## src/rtl/board.sv

```systemverilog
// 2-D cell memory: combinational random read, synchronous single-cell write,
// and a saturating "increment the 8 neighbours" update for building adjacency counts.

module board_cell #(
  parameter int busWidth = 1
) (
  input  logic                clk,
  input  logic                reset,
  input  logic                wr,
  input  logic                inc,
  input  logic [busWidth-1:0] wval,
  output logic [busWidth-1:0] q
);

  // wr and inc are never both set for the same cell, so their order is irrelevant.
  always_ff @(posedge clk) begin
    if (!reset)              q <= '0;
    else if (wr)             q <= wval;
    else if (inc && !(&q))   q <= q + 1'b1;
  end

endmodule

module board #(
  parameter int width    = 8,
  parameter int height   = 8,
  parameter int busWidth = 1
) (
  input  logic                      clk,
  input  logic                      reset,
  input  logic [$clog2(width)-1:0]  readX,
  input  logic [$clog2(height)-1:0] readY,
  output logic [busWidth-1:0]       readValue,
  input  logic                      writeEn,
  input  logic [$clog2(width)-1:0]  writeX,
  input  logic [$clog2(height)-1:0] writeY,
  input  logic [busWidth-1:0]       writeValue,
  input  logic                      incAdjacent
);

  localparam int XW = $clog2(width);
  localparam int YW = $clog2(height);

  logic [height-1:0][width-1:0][busWidth-1:0] cells;

  // One extra bit so that +1 on the largest coordinate cannot wrap to 0.
  logic [XW:0] wx, rx;
  logic [YW:0] wy, ry;
  logic        centre_ok;

  assign wx        = {1'b0, writeX};
  assign wy        = {1'b0, writeY};
  assign rx        = {1'b0, readX};
  assign ry        = {1'b0, readY};
  assign centre_ok = (wx < (XW+1)'(width)) && (wy < (YW+1)'(height));

  for (genvar y = 0; y < height; y++) begin : g_row
    for (genvar x = 0; x < width; x++) begin : g_col
      localparam logic [XW:0] CX = (XW+1)'(x);
      localparam logic [YW:0] CY = (YW+1)'(y);

      logic near_x, near_y, centre, wr, inc;

      assign near_x = (wx + 1'b1 >= CX) && (wx <= CX + 1'b1);
      assign near_y = (wy + 1'b1 >= CY) && (wy <= CY + 1'b1);
      assign centre = (wx == CX) && (wy == CY);
      assign wr     = writeEn && centre;
      assign inc    = incAdjacent && centre_ok && near_x && near_y && !centre;

      board_cell #(.busWidth(busWidth)) u_cell (
        .clk  (clk),
        .reset(reset),
        .wr   (wr),
        .inc  (inc),
        .wval (writeValue),
        .q    (cells[y][x])
      );
    end
  end

  // Guard keeps non-power-of-2 boards from indexing past the last row/column.
  assign readValue = (rx < (XW+1)'(width) && ry < (YW+1)'(height)) ? cells[readY][readX] : '0;

endmodule

```

## config.mk

```make
export PLATFORM = sky130hd
export DESIGN_NAME = board
export DESIGN_NICKNAME = d
export VERILOG_FILES = /design/src/rtl/board.sv
export SDC_FILE = /design/constraint.sdc
export NUM_CORES = 1
export LEC_CHECK = 0
export CAP_MARGIN = 15
export CORE_MARGIN = 10
export CORE_UTILIZATION = 50
export DETAILED_ROUTE_END_ITERATION = 8
export PLACE_DENSITY = 0.68
export SYNTH_ARGS = -nofsm -noshare
export SYNTH_HDL_FRONTEND = slang
export SYNTH_HIERARCHICAL = 1
export SYNTH_SLANG_ARGS = --single-unit
```

## constraint.sdc

```tcl
create_clock -name clk -period 3.5 [get_ports clk]
set_input_delay 0.7 -clock clk [delete_from_list [all_inputs] [get_ports clk]]
set_output_delay 0.7 -clock clk [all_outputs]
set_load 0.01 [all_outputs]
```

Fig. 1: run 1, met1 routing
The bar under the picture is 20 microns long. Supply wires on this layer in grey.
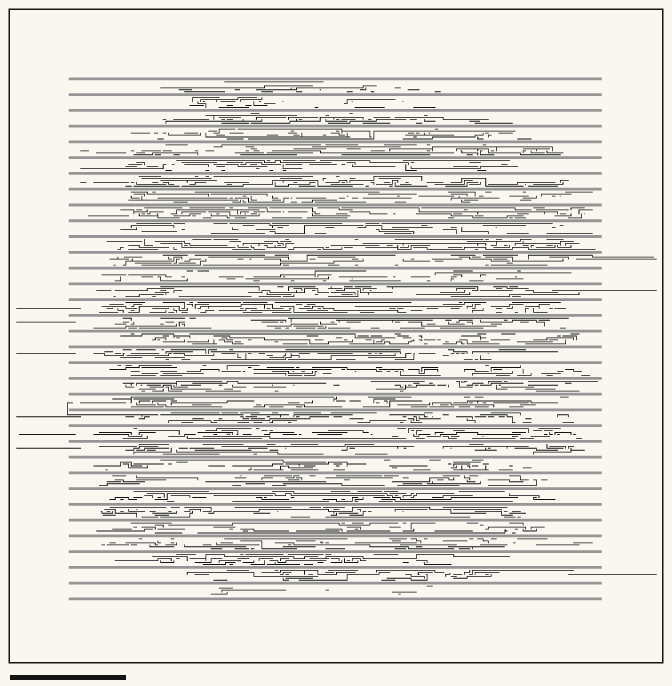
share of all routed wire = 43%
nets with wire on the layer = 503

Fig. 2: run 1, signal wires on met2
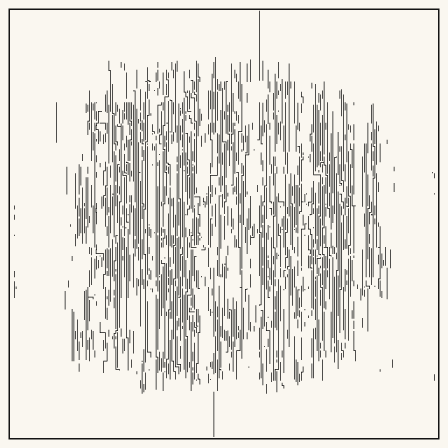
nets with wire on the layer = 460
main direction = vertical
wire length on this layer = 6170 microns
longest straight run = 38.1 microns

Fig. 3: run 1, metal 3
The bar under the picture is 20 microns long. Cells faint in the background.
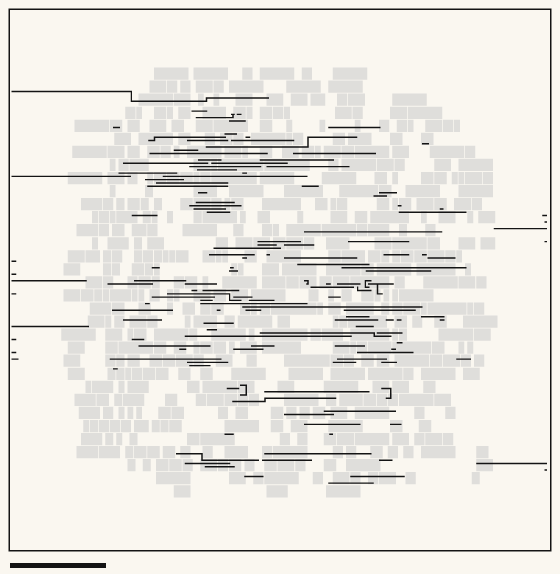
share of all routed wire = 9.1%
nets with wire on the layer = 88
main direction = horizontal
wire length on this layer = 1290 microns
longest straight run = 37.3 microns

## run 1: through the flow
step                cell area [sq um]  power (mW)  setup slack, ns  setup TNS [ns]
global placement                 4740        1.14           -0.500          -0.500
global route                     4980        1.75           0.0218               0
finish                           4980        1.70           0.0502               0
detailed placement               4740        1.14           -0.514          -0.514
floorplan                        4280       0.988            0.637               0
CTS                              4950        1.69           0.0121               0
## run 1: kinds of logic after synthesis
family | synth area share
adder cells (fa/ha/maj) | 0.0409
AND-OR/OR-AND | 0.302
AND/OR/NAND/NOR | 0.229
multiplexers | 0.0956
buffers and inverters | 0.0336
flip-flops | 0.299
## run 1: per-layer routing
layer	vias up	routed length, microns
met3	45	1290
met1	2055	6130
met5	-	0
li1	1953	-
met4	0	583
met2	266	6170
## run 1: cell usage after synthesis, drive strengths merged (4+ instances only)
library cell	n	area, sq um
nand2b	65	407
a211oi	64	480
dfxtp	64	1280
o311a	64	641
nor2	53	199
clkbuf	22	82.6
and3	18	113
mux4	17	409
nand2	17	63.8
ha	14	175
o21ai	10	50.1
inv	9	33.8
nor2b	9	56.3
nor3	8	40.0
nand3	7	35.0
a21oi	6	30.0
buf	5	27.5
and2	4	25.0
## run 1: worst min-delay path by stage
stage	start	end	slack, ns
finish	g_row[6].g_col[5].u_cell/q$_SDFFE_PN0P_	g_row[6].g_col[5].u_cell/q$_SDFFE_PN0P_	0.51
CTS	g_row[3].g_col[0].u_cell/q$_SDFFE_PN0P_	g_row[3].g_col[0].u_cell/q$_SDFFE_PN0P_	0.51
global route	g_row[3].g_col[0].u_cell/q$_SDFFE_PN0P_	g_row[3].g_col[0].u_cell/q$_SDFFE_PN0P_	0.53
global placement	g_row[5].g_col[5].u_cell/q$_SDFFE_PN0P_	g_row[5].g_col[5].u_cell/q$_SDFFE_PN0P_	0.49
detailed placement	g_row[3].g_col[0].u_cell/q$_SDFFE_PN0P_	g_row[3].g_col[0].u_cell/q$_SDFFE_PN0P_	0.49
floorplan	g_row[1].g_col[3].u_cell/q$_SDFFE_PN0P_	g_row[1].g_col[3].u_cell/q$_SDFFE_PN0P_	0.48
## run 1: cell type report
| class | count | share of cell area |
|---|---|---|
| clock inverter | 4 | 0.00452 |
| sequential | 64 | 0.257 |
| clock buffer | 10 | 0.0276 |
| inverter | 9 | 0.00678 |
| tap | 105 | 0.0264 |
| timing repair buffer | 57 | 0.101 |
| multi-input combinational | 373 | 0.576 |
## run 1: power groups by stage
| stage | clock, mW | sequential, mW | combinational [mW] |
|---|---|---|---|
| 4_1_cts | 0.558 | 0.786 | 0.345 |
| 6_report | 0.557 | 0.787 | 0.357 |
| 5_1_grt | 0.586 | 0.789 | 0.378 |
| 3_5_place_dp | 0 | 0.802 | 0.339 |
| 3_3_place_gp | 0 | 0.803 | 0.334 |
| 2_1_floorplan | 0 | 0.792 | 0.196 |
## run 1: repair_timing
action,4_1_cts,5_1_grt
endpoints found under the hold margin,0,0
setup endpoints to repair,1,1
resized,8,3
buffers inserted,4,0
pin swaps,2,0
cloned,0,0
==> impl_metrics.json, run 1 <==
{
  "coreArea_sq_um": 8260,
  "achievable-frequency_mhz": 290,
  "n_antenna_cell": 0,
  "rr_worst_depth": 1,
  "cp_cell_sequence": "clkdlybuf4s15_2, mux4_1, mux4_2, or2_0, a32o_1, dlygate4sd2_1",
  "synthArstFlopShare": 0,
  "slew_violations": 0,
  "met3_usage": 0.0383,
  "grt_overflow_total": 0,
  "ys_chip_area_sq_um": 4280,
  "port_buffers": 17,
  "synth.avg_cell_area_sq_um": 9.05,
  "grt_busiest_layer": "met2",
  "cts-root-buf": "clkbuf_8",
  "p_sw_frac": 0.307,
  "rows": 33,
  "r2r-end": "g_row[4].g_col[1].u_cell/q$_SDFFE_PN0P_",
  "critPathLaunchType": "input port",
  "fin_crit_sh": 0.986,
  "syn_area_sq_um": 4280,
  "pwr-share-comb": 0.210,
  "lay_top_cells": "nand2b_1, a211oi_1, o311a_1, dfxtp_1, nor2_1",
  "status": "finished clean",
  "chipArea_sq_um": 12700,
  "use_met1": 0.291,
  "num-fill-cells": 736,
  "cp.required_ns": 2.80,
  "ys_cells": 473,
  "p_int_mw": 1.18,
  "ios": 18,
  "path_class": "in2out",
  "postCtsHoldBufs": 0,
  "final-hold-violation-count": 0,
  "route.detailed.drc": 0,
  "via_per_inst": 6.94,
  "synth_seq_share": 0.299,
  "clkLatencyLatePin_ns": 0.36,
  "cts_buffer_depth": 2,
  "cp_slowest_stage_delay_ns": 0.59,
  "die_x_microns": 113,
  "antenna_found_initial": 0,
  "power_density_nw_per_um2": 342,
  "globalplace.congestion": 0.949,
  "nNetsFinal": 545,
  "wirelength_microns": 14200,
  "hold_ws_ns": 0.512,
  "cp_top_family": "multiplexers",
  "cts_tree": "yes",
  "synth_flops": 64,
  "critPathSlowestCell": "mux4_1",
  "ir_drop_v": 0.000178,
  "period_minus_slack_ns": 3.45,
  "hpwl_microns": 9450,
  "openroad.warnings": 36,
  "rr_startpoint": "g_row[4].g_col[1].u_cell/q$_SDFFE_PN0P_",
  "ys_dominant_reg_cell": "dfxtp_1",
  "crit_cells": 6,
  "floorplanUtilization": 0.518,
  "stdcell_count": 622,
  "max_slew_margin": 0.473,
  "wl_per_cell_microns": 22.8,
  "clk_pin_slew_worst_paths_ns": 0.07
}
Fig. 4: run 1, clock nets
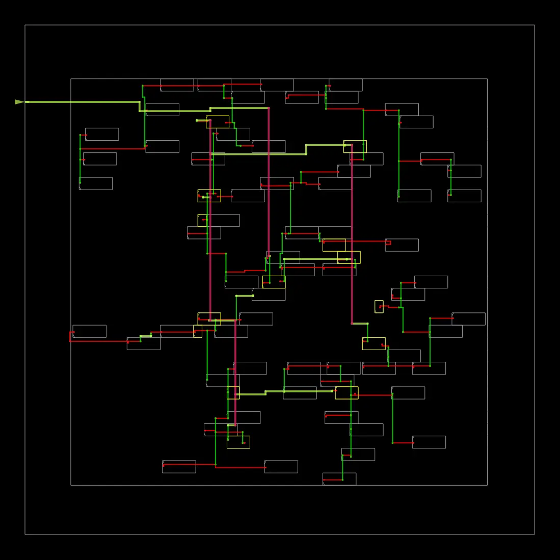

==> inputs of run 2 (changes only) <==
- CAP_MARGIN: 15 -> 20
Fig. 5: run 2, clock nets
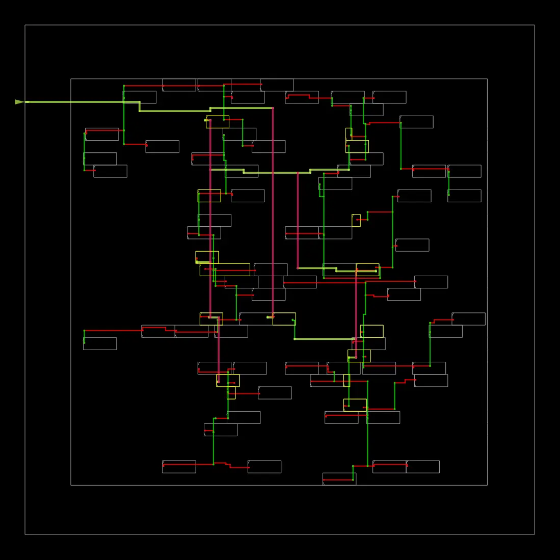
CTS Buf Count: 9
Fin Clk Skew: 0 ns
clock sinks: 64
clock group power: 662 uW
seq_cells: 64

==> run 2 against run 1 <==
Critical path depth did not move. Highest routed layer unchanged. Clock skew did not move. Critical path type unchanged. First-iteration DRC count rose by 1.8%.
==> impl_metrics.json, run 2 <==
{
  "syn_area_sq_um": 4280,
  "clk_pin_slew_worst_paths_ns": 0.07,
  "coreArea_sq_um": 8260,
  "ys_dominant_reg_cell": "dfxtp_1",
  "synth_seq_share": 0.299,
  "cp_max_fo": 5,
  "finish.instance_area_sq_um": 5030,
  "rr_startpoint": "g_row[4].g_col[1].u_cell/q$_SDFFE_PN0P_",
  "route.detailed.drc": 0,
  "critPathLaunchType": "input port",
  "fin_crit_sh": 0.979,
  "top_cells_by_count": "nand2b_1, a211oi_1, dfxtp_1, o311a_1, nor2_1",
  "worstHoldStart": "g_row[6].g_col[5].u_cell/q$_SDFFE_PN0P_",
  "rows": 33,
  "top_cells_by_area": "dfxtp_1, o311a_1, a211oi_1, nand2b_1, mux4_2",
  "ir_drop_v": 0.000211,
  "n_antenna_cell": 0,
  "cp_cell_sequence": "clkdlybuf4s15_2, mux4_1, mux4_2, or2_0, a32o_1, dlygate4sd2_1",
  "slew_violations": 0,
  "power_mw": 1.81,
  "clkLatencyLatePin_ns": 0.35,
  "cts_tree": "yes",
  "synth_top_area_share": 0.299,
  "synth_flops": 64,
  "cp.required_ns": 2.80,
  "drt_iter0_markers": 561,
  "tightest_slew_ns": 0.858,
  "drv_cap": 0,
  "ys_cells": 473,
  "cts_buffer_depth": 2,
  "rsz0062_at_grt": "false",
  "place_area_sq_um": 4760,
  "p_int_mw": 1.28,
  "finalSetupTns_ns": 0,
  "port_buffers": 17,
  "yosysMostFrequentCell": "nand2b_1",
  "via_per_inst": 6.85,
  "final-hold-violation-count": 0,
  "hpwl_microns": 9640,
  "die_x_microns": 113,
  "grt_overflow_total": 0,
  "cts-root-buf": "clkbuf_8",
  "critPathSlowestCell": "mux4_1",
  "hold_path_depth": 1,
  "antenna_found_initial": 0,
  "holdPathEnd": "g_row[6].g_col[5].u_cell/q$_SDFFE_PN0P_",
  "cp_slowest_stage_delay_ns": 0.57,
  "power_density_nw_per_um2": 360,
  "period_minus_slack_ns": 3.43,
  "status": "finished clean",
  "pwr-share-comb": 0.199,
  "grt_max_degree": 65,
  "top_area_cell": "dfxtp_1",
  "pre_cts_slack_ns": -0.502,
  "wl_per_cell_microns": 23.1,
  "globalplace.congestion": 0.949,
  "lay_top_cells": "nand2b_1, a211oi_1, o311a_1, dfxtp_1, nor2_1",
  "rr_worst_depth": 1,
  "achievable-frequency_mhz": 292,
  "ant_nets": 0,
  "max_slew_margin": 0.426,
  "lay_top_count": "nand2b_1",
  "synthArstFlopShare": 0,
  "wirelength_microns": 14400,
  "synth.avg_cell_area_sq_um": 9.05,
  "ios": 18,
  "path_class": "in2out",
  "p_sw_frac": 0.292,
  "ys_chip_area_sq_um": 4280,
  "p_sw_uw": 528,
  "nNetsFinal": 546,
  "r2r-end": "g_row[4].g_col[1].u_cell/q$_SDFFE_PN0P_",
  "floorplanUtilization": 0.518,
  "postCtsHoldBufs": 0,
  "setup_slack_ns": 0.0746,
  "chipArea_sq_um": 12700,
  "openroad.warnings": 36
}
Fig. 6: run 2, met1 routing
The bar under the picture is 20 microns long. Supply wires on this layer in grey.
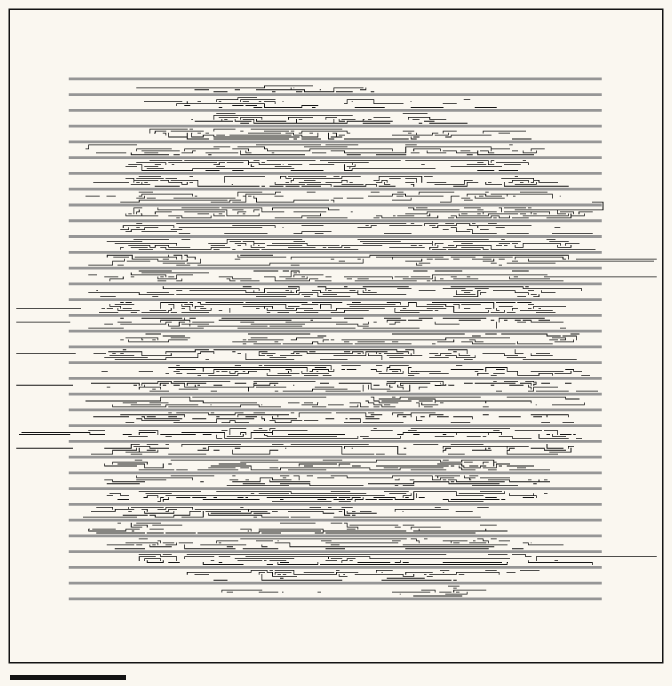
share of all routed wire = 43%
wire length on this layer = 6230 microns
main direction = horizontal

-- run 2: worst max path at each step --
stage | endpoint | slack, ns | cells past startpoint | start
2_1_floorplan | readValue | 0.64 | 5 | readY[1]
3_3_place_gp | readValue | -0.50 | 6 | readY[1]
3_5_place_dp | readValue | -0.50 | 6 | readY[1]
4_1_cts | readValue | 0.01 | 8 | readY[0]
5_1_grt | readValue | 0.02 | 6 | readY[1]
6_report | readValue | 0.07 | 6 | readY[1]
-- run 2: final cells by class --
type | count | area, sq um
inverters | 9 | 33.8
flip-flops and latches | 64 | 1280
repair buffers | 58 | 517
clock inverters | 3 | 40.0
well taps | 105 | 131
fillers | 734 | 3230
multi-input cells | 373 | 2870
clock buffers | 13 | 159
-- run 2: per-stage QoR --
stage               utilization  std cells  hold WS [ns]
floorplan                     -        473         0.476
detailed placement        0.577        604         0.495
finish                    0.609        625         0.512
global placement          0.574        603         0.489
global route              0.609        625         0.526
CTS                       0.605        623         0.511
-- run 2: routing by layer --
layer / part of all wire / routed length [microns] / GRT usage / vias to the layer above
li1: - / - / - / 1955
met1: 0.43 / 6230 / 0.285 / 2063
met2: 0.45 / 6500 / 0.324 / 214
met3: 0.078 / 1130 / 0.0399 / 51
met4: 0.039 / 561 / 0.120 / 0
met5: 0 / 0 / 0 / -
-- run 2: cells by family (layout without fill, tap and decap cells) --
kind of cell    Yosys count  in the layout  share of synthesized area
buf+inv                  36             83                     0.0336
fa+ha+maj                14             14                     0.0409
mux                      17             17                     0.0956
simple gates            187            187                      0.229
compound gates          155            155                      0.302
flops                    64             64                      0.299
-- run 2: power groups by stage --
stage          registers, mW  logic (mW)  clock network [mW]
3_5_place_dp           0.803       0.342                   0
4_1_cts                0.786       0.345               0.664
5_1_grt                0.789       0.380               0.689
2_1_floorplan          0.792       0.196                   0
6_report               0.787       0.360               0.662
3_3_place_gp           0.803       0.334                   0
-- run 2: what timing repair did --
item | 4_1_cts | 5_1_grt
endpoints found under the setup margin | 1 | 1
setup buffers | 3 | 1
gates resized | 8 | 3
gates cloned | 0 | 1
pin swaps | 0 | 1
-- run 2: worst max-delay path, delay by kind of cell --
family          cells  cell delay (ns)
compound gates      1             0.22
mux                 2             1.04
simple gates        1             0.21
buf+inv             2             0.55
Fig. 7: run 2, signal wires on met2
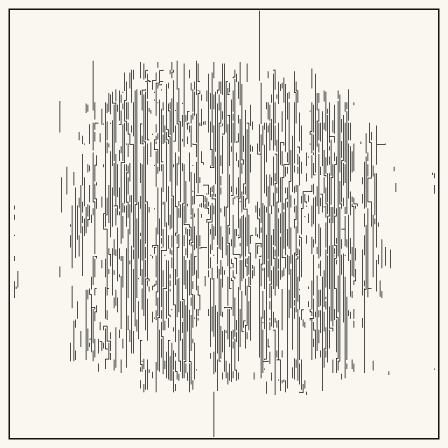

==> inputs of run 3 (changes only) <==
- GPL_ROUTABILITY_DRIVEN: not set -> 0
- SKIP_CTS_REPAIR_TIMING: not set -> 1
Fig. 8: run 3, signal wires on met2
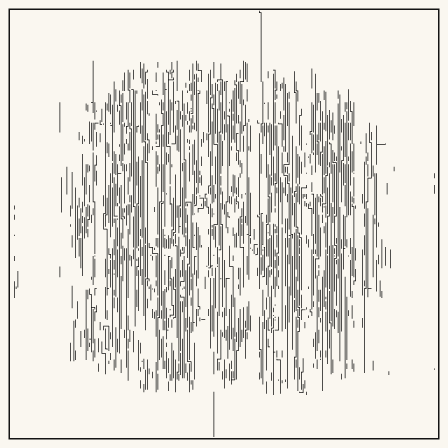
main direction = vertical
longest straight run = 44.5 microns
share of all routed wire = 44%
nets with wire on the layer = 470
wire length on this layer = 6280 microns

==> run 3 against run 2 <==
Routed wire length decreased by 1.6%. Final cell count is 0.80% lower. Synthesized area stayed put. Sequential cell count unchanged. Maximum frequency increased by 0.13%. Sequential power about the same. Combinational power shrank 2%. Worst setup slack better by 0.0046 ns.
==> impl_metrics.json, run 3 <==
{
  "die_y_microns": 113,
  "floorplanUtilization": 0.518,
  "fin_crit_sh": 0.977,
  "top_cells_by_count": "nand2b_1, a211oi_1, dfxtp_1, o311a_1, nor2_1",
  "lay_top_count": "nand2b_1",
  "cts_tree": "yes",
  "cp.required_ns": 2.80,
  "port_buffers": 17,
  "mux_share": 0.0956,
  "final_core_util": 0.603,
  "worst-path-buf-inv": 3,
  "synth.avg_cell_area_sq_um": 9.05,
  "via_per_inst": 6.94,
  "n_antenna_cell": 0,
  "antenna_found_initial": 0,
  "cp_max_fo": 12,
  "ant_nets": 0,
  "wirelength_microns": 14200,
  "chipArea_sq_um": 12700,
  "grt_max_degree": 65,
  "cp-end-kind": "output port",
  "grt_overflow_total": 0,
  "top_cells_by_area": "dfxtp_1, o311a_1, a211oi_1, nand2b_1, mux4_2",
  "hpwl_microns": 9640,
  "achievable-frequency_mhz": 292,
  "critPathSlowestCell": "mux4_1",
  "final-hold-violation-count": 0,
  "nNetsFinal": 541,
  "yosysMostFrequentCell": "nand2b_1",
  "hold_path_depth": 1,
  "route.detailed.drc": 0,
  "critPathLaunchType": "input port",
  "max_slew_margin": 0.454,
  "ir_drop_v": 0.000207,
  "aoi_share": 0.302,
  "cp_top_family": "buffers and inverters",
  "synthArstFlopShare": 0,
  "fin_skew_ns": 0,
  "ys_dominant_reg_cell": "dfxtp_1",
  "fa_ha_area_frac": 0.0409,
  "synth_flops": 64,
  "logic_family": "AND-OR/OR-AND gates",
  "power_mw": 1.79,
  "synth_seq_share": 0.299,
  "comb_area_sq_um": 2870,
  "tightest_slew_ns": 0.816,
  "top_area_cell": "dfxtp_1",
  "rsz0062_at_grt": "false",
  "rows": 33,
  "wl_per_cell_microns": 22.9,
  "cts_buffer_depth": 2,
  "regArea_sq_um": 1280,
  "coreArea_sq_um": 8260,
  "status": "finished clean",
  "cts_buffers": 9,
  "xor_area_frac": 0,
  "die_x_microns": 113,
  "slew_violations": 0,
  "synth_top_area_share": 0.299,
  "cp_cell_sequence": "clkdlybuf4s50_1, buf_12, mux4_1, a22oi_2, a41oi_2, a32o_1, dlymetal6s2s_1",
  "openroad.warnings": 36,
  "cts-root-buf": "clkbuf_8",
  "syn_area_sq_um": 4280,
  "drv_cap": 0,
  "cp_slowest_stage_delay_ns": 0.57,
  "path_class": "in2out",
  "cts_num_sinks": 64,
  "period_minus_slack_ns": 3.42,
  "clk_pin_slew_worst_paths_ns": 0.07,
  "num-fill-cells": 741,
  "ios": 18,
  "ys_cells": 473,
  "simple_gate_share": 0.229
}
Fig. 9: run 3, clock nets
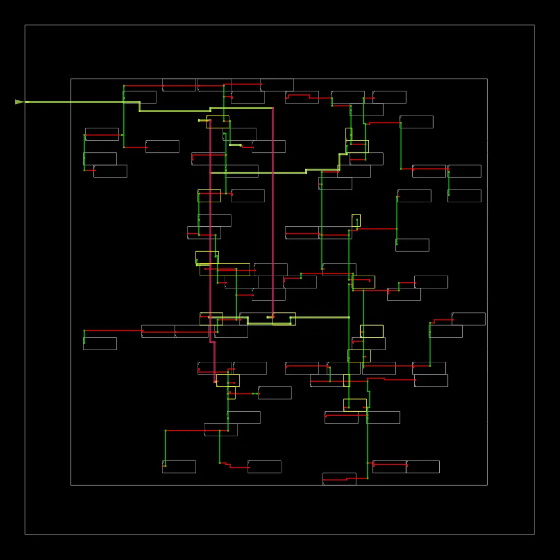
clock group power: 655 uW
clock buf count: 13
clock latency on the worst-skew pair: 0.34 ns

[run 3: cell counts after synthesis]
No cell type changed its count.
[run 3: worst paths after layout]
path | to | slack [ns] | startpoint
min | g_row[6].g_col[5].u_cell/q$_SDFFE_PN0P_ | 0.51 | g_row[6].g_col[5].u_cell/q$_SDFFE_PN0P_
min reg2reg | g_row[6].g_col[5].u_cell/q$_SDFFE_PN0P_ | 0.51 | g_row[6].g_col[5].u_cell/q$_SDFFE_PN0P_
max | readValue | 0.08 | readY[0]
max reg2reg | g_row[0].g_col[0].u_cell/q$_SDFFE_PN0P_ | 2.70 | g_row[0].g_col[0].u_cell/q$_SDFFE_PN0P_
[run 3: power breakdown]
group / internal (mW) / leakage [nW] / switching [mW]
clock: 0.366 / 0.103 / 0.289
combinational: 0.147 / 1.58 / 0.205
sequential: 0.764 / 0.520 / 0.0229
[run 3: per-stage QoR]
step                      area [sq um]  std cells  setup TNS [ns]  setup WS, ns
after floorplan                   4280        473               0         0.637
after global placement            4740        603          -0.500        -0.500
after detailed placement          4760        604          -0.502        -0.502
after CTS                         4960        620          -0.509        -0.509
after global routing              4980        620               0        0.0139
final                             4980        620               0        0.0792
[run 3: logic make-up after synthesis]
family                   after synthesis
AND-OR/OR-AND                        155
adder cells (fa/ha/maj)               14
buffers and inverters                 36
flip-flops                            64
multiplexers                          17
AND/OR/NAND/NOR                      187
[run 3: layout make-up]
type                       count  share of cell area
sequential                    64               0.257
inverter                       9             0.00678
tap                          105              0.0264
multi-input combinational    373               0.576
timing repair buffer          53              0.0935
clock inverter                 3             0.00804
clock buffer                  13              0.0319
[run 3: routing by layer]
metal	GRT usage	routed length, microns	vias up	part of all wire
li1	-	-	1943	-
met1	0.285	6190	2082	0.44
met2	0.322	6280	232	0.44
met3	0.0399	1180	44	0.083
met4	0.114	551	0	0.039
met5	0	0	-	0
No activity file was given, so power comes from the tool's default toggle rates.
